`src/rtl/tdes_round_sequencer.sv`:
```
// Round/pass sequencer for a Triple-DES datapath: walks one block through three
// 16-round DES passes in EDE order and selects user key, direction and round key.
module tdes_round_sequencer (
    input  logic       clk,
    input  logic       n_rst,
    input  logic       start,
    input  logic       decrypt,
    input  logic       hold,
    input  logic       abort,
    output logic       ready,
    output logic       load_block,
    output logic       round_en,
    output logic [3:0] round_num,
    output logic [3:0] key_idx,
    output logic [1:0] key_sel,
    output logic [1:0] pass_num,
    output logic       pass_dec,
    output logic       done
);

    typedef enum logic [1:0] {
        S_IDLE  = 2'd0,
        S_LOAD  = 2'd1,
        S_ROUND = 2'd2,
        S_DONE  = 2'd3
    } state_t;

    state_t     state_q, state_d;
    logic       mode_q,  mode_d;
    logic [1:0] pass_q,  pass_d;
    logic [3:0] round_q, round_d;
    logic       pass_dec_s;

    // State, mode and counter registers with synchronous active-low reset.
    always_ff @(posedge clk) begin
        if (!n_rst) begin
            state_q <= S_IDLE;
            mode_q  <= 1'b0;
            pass_q  <= 2'd0;
            round_q <= 4'd0;
        end else begin
            state_q <= state_d;
            mode_q  <= mode_d;
            pass_q  <= pass_d;
            round_q <= round_d;
        end
    end

    // Next-state logic; abort overrides every state, including a start in IDLE.
    always_comb begin
        state_d = state_q;
        mode_d  = mode_q;
        pass_d  = pass_q;
        round_d = round_q;
        if (abort) begin
            state_d = S_IDLE;
            pass_d  = 2'd0;
            round_d = 4'd0;
        end else begin
            case (state_q)
                S_IDLE: begin
                    if (start) begin
                        mode_d  = decrypt;
                        pass_d  = 2'd0;
                        round_d = 4'd0;
                        state_d = S_LOAD;
                    end else begin
                        state_d = S_IDLE;
                    end
                end
                S_LOAD: begin
                    round_d = 4'd0;
                    state_d = S_ROUND;
                end
                S_ROUND: begin
                    if (hold) begin
                        state_d = S_ROUND;
                    end else if (round_q == 4'd15) begin
                        round_d = 4'd0;
                        if (pass_q < 2'd2) begin
                            pass_d  = pass_q + 2'd1;
                            state_d = S_LOAD;
                        end else begin
                            pass_d  = 2'd0;
                            state_d = S_DONE;
                        end
                    end else begin
                        round_d = round_q + 4'd1;
                    end
                end
                S_DONE: begin
                    state_d = S_IDLE;
                end
                default: begin
                    state_d = S_IDLE;
                    pass_d  = 2'd0;
                    round_d = 4'd0;
                end
            endcase
        end
    end

    // Moore output decode; only round_en looks at hold directly.
    always_comb begin
        ready      = (state_q == S_IDLE);
        load_block = (state_q == S_LOAD);
        round_en   = (state_q == S_ROUND) && !hold;
        done       = (state_q == S_DONE);
        round_num  = round_q;
        pass_num   = pass_q;
        key_sel    = 2'd0;
        pass_dec_s = 1'b0;
        key_idx    = 4'd0;
        if ((state_q == S_LOAD) || (state_q == S_ROUND)) begin
            // Decrypt mode reverses the key order and flips every pass direction.
            if (mode_q) begin
                key_sel    = 2'd2 - pass_q;
                pass_dec_s = (pass_q != 2'd1);
            end else begin
                key_sel    = pass_q;
                pass_dec_s = (pass_q == 2'd1);
            end
            if (pass_dec_s) begin
                key_idx = 4'd15 - round_q;
            end else begin
                key_idx = round_q;
            end
        end else begin
            key_sel    = 2'd0;
            pass_dec_s = 1'b0;
            key_idx    = 4'd0;
        end
        pass_dec = pass_dec_s;
    end

endmodule

```
`config.mk`:
```
export PLATFORM = sky130hd
export DESIGN_NAME = tdes_round_sequencer
export DESIGN_NICKNAME = d
export VERILOG_FILES = /design/src/rtl/tdes_round_sequencer.sv
export SDC_FILE = /design/constraint.sdc
export NUM_CORES = 1
export LEC_CHECK = 0
export CAP_MARGIN = 20
export CORE_MARGIN = 2
export CORE_UTILIZATION = 28
export CTS_CLUSTER_SIZE = 10
export DETAILED_ROUTE_END_ITERATION = 10
export GPL_TIMING_DRIVEN = 1
export PLACE_DENSITY_LB_ADDON = 0.3
export SYNTH_ARGS = -nofsm -noshare
export SYNTH_HDL_FRONTEND = slang
export SYNTH_SLANG_ARGS = --single-unit
```
`constraint.sdc`:
```
create_clock -name clk -period 3.2 [get_ports clk]
set_clock_uncertainty 0.1 [all_clocks]
set_input_delay 0.64 -clock clk [delete_from_list [all_inputs] [get_ports clk]]
set_output_delay 0.64 -clock clk [all_outputs]
set_load 0.005 [all_outputs]
```
### Metal 1

The bar under the picture is 20 microns long. Supply wires on this layer in grey.
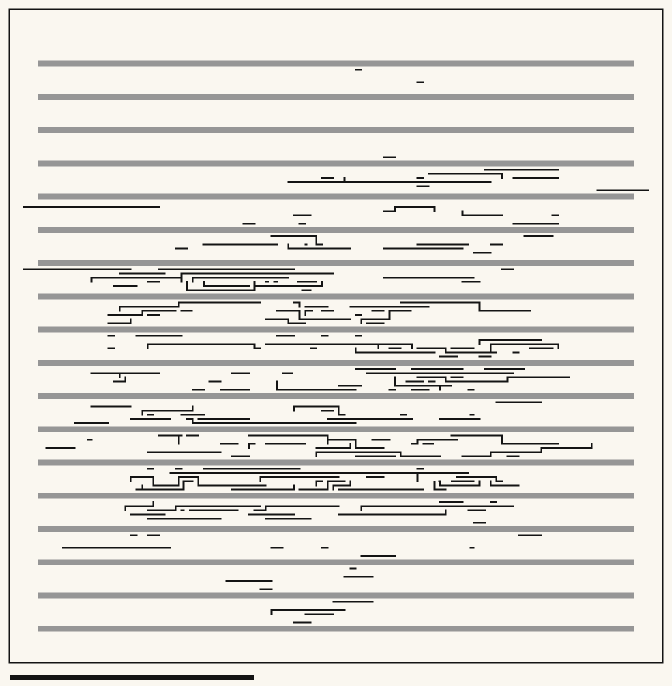
main direction = horizontal
longest straight run = 24.4 microns
nets with wire on the layer = 94
met1 Resource Use GR: 15.1%
vias post-DR: 628

### Met2 routing

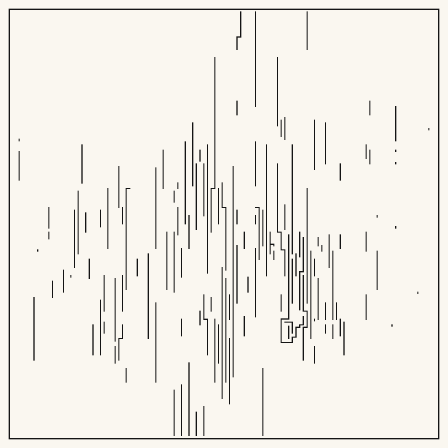
nets with wire on the layer = 96
main direction = vertical
share of all routed wire = 46%
longest straight run = 26.2 microns
total length of routed wires: 1480 microns
met2 layer usage reported by global route: 20.0%

==> flow_results.org <==
#+TITLE: Flow metrics

** Synthesis
- Fraction of synthesis flops using an asynchronous set or reset pin :: 0%
- Synthesized-area fraction occupied by adder cells :: 16.5%
- Main area contributors :: sky130_fd_sc_hd__dfxtp_1 26%, sky130_fd_sc_hd__ha_1 17%, sky130_fd_sc_hd__and2_1 6.4%, sky130_fd_sc_hd__xor2_1 5.1%, sky130_fd_sc_hd__nand2_1 3.9%
- Warnings, synthesis :: 0
- Counting every net in the synthesized netlist gives 92.
- After synthesis, the mean cell area works out to 8.86 sq um.
- Flip-flop and latch count after synthesis :: 9
- The synthesized design spends more area on one cell type than any other, namely sky130_fd_sc_hd__dfxtp_1.
- The commonest register cell is sky130_fd_sc_hd__dfxtp_1.
- Before any placement, the netlist area is recorded as 682 sq um.
- After synthesis, the design contains 77 cells according to Yosys.
- Gate Count Post-Synth :: roughly 77
- For reference, simple AND, OR, NAND and NOR cells occupy between 20% and 30% of the area reported after synthesis.

** CTS
- CTS Sinks :: 9
- Post-CTS timing repair inserted 0 buffers for setup.
- Root Driver :: sky130_fd_sc_hd__clkbuf_4
- Post-cts sizing count :: 0

** Critical path
- The critical path runs through a total of 6 cells.
- Largest driver fanout on the critical path :: 6
- At the worst endpoint, the required time is between 2 and 2.5 ns.
- In the setup report, the worst path falls into the class register to output port.
- Setup slack on the worst flop-to-flop path :: 1.27 ns
- Reg2reg path depth :: 6
- Among all stages on the critical path, the maximum delay recorded is between 0.4 and 0.5 ns.
- Capturing element type of the critical path :: output port

** Final timing
- Worst rel slew slack :: 75.6%
- Maximum frequency from static timing analysis :: approximately 0.35 GHz
- Setup slack on the critical path of the routed design comes to 0.363 ns.
- Final Max Slew Viols :: 0
- RSZ-0062 raised after global routing :: false
- Measured slew at the worst slew-check pin :: ~0.37 ns

** Hold path
- Class of the most critical hold timing path :: register to register
- Hold Path Sink :: state_q[1]
- Depth of the worst hold-timing path :: 2
- Looking at hold timing, the worst path starts from state_q[1].

** Power
- P_int :: 179 uW
- Overall power after layout :: 239 uW
- Maximum resistive drop on vdd :: 0.000262 V
- The largest share of the power goes to sequential cells.
- The share of total power dissipated in combinational logic is 14.5%.
- The flow reports that sequential cells draw 48.4% of the design power.
- The power report lists the sequential group at 115 uW.
- Power spread over the standard cell area amounts to ~250 nW/um^2.

** Global routing
- Combined global-route utilization of all metal layers :: 12.1%
- Entering global routing, the biggest net connects 12 pins.
- Layer with the highest usage after global routing :: met2

** Routing
- First-pass detailed-route iteration total :: 4
- Number of nets with antenna violations after detailed routing :: 0
- Detailed routing placed a total of 678 microns of wire on met2.
- Wirelength per Cell :: 11.4 microns

** Place
- Post-placement cell area :: 932 sq um
- Once placement completed, the tool counted placed cells totaling 126.
- Count of input and output buffers :: 22

** Die
- For this design the top-level I/O count stands at 23.
- Placement Rows :: 17
- The die covers 2850 sq um.
- The region available for standard cell placement spans 2250 sq um.
- The design received a total of 28 well taps at floorplan.

** Cells and area
- Non-clock buffer share of cell area :: between 20 and 25%
- Summing all flip-flop and latch instances after layout gives 180 sq um.
- The layout summary lists the proportion of cells stronger than drive strength 1 as roughly 8%.
- The number of antenna diodes in the final layout is 0.
- The final layout contains around 120 nets.

** Flow run
- Number of max-cap violations :: 0
- Summing over the stages, the warning tally comes to 32.

** Outcome
- The flow ran to the end, and the final reports show no timing, DRC or antenna violations.
### Met3 routing

The bar under the picture is 20 microns long. Cells faint in the background.
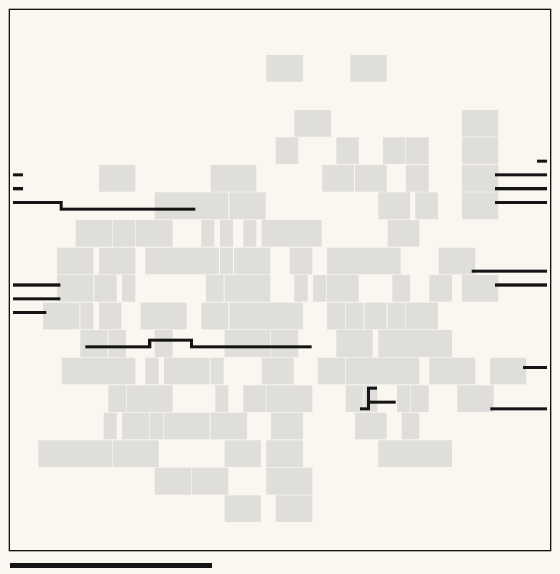
nets with wire on the layer = 16
longest straight run = 13.1 microns
main direction = horizontal

Power is estimated from default activity; no workload was simulated.
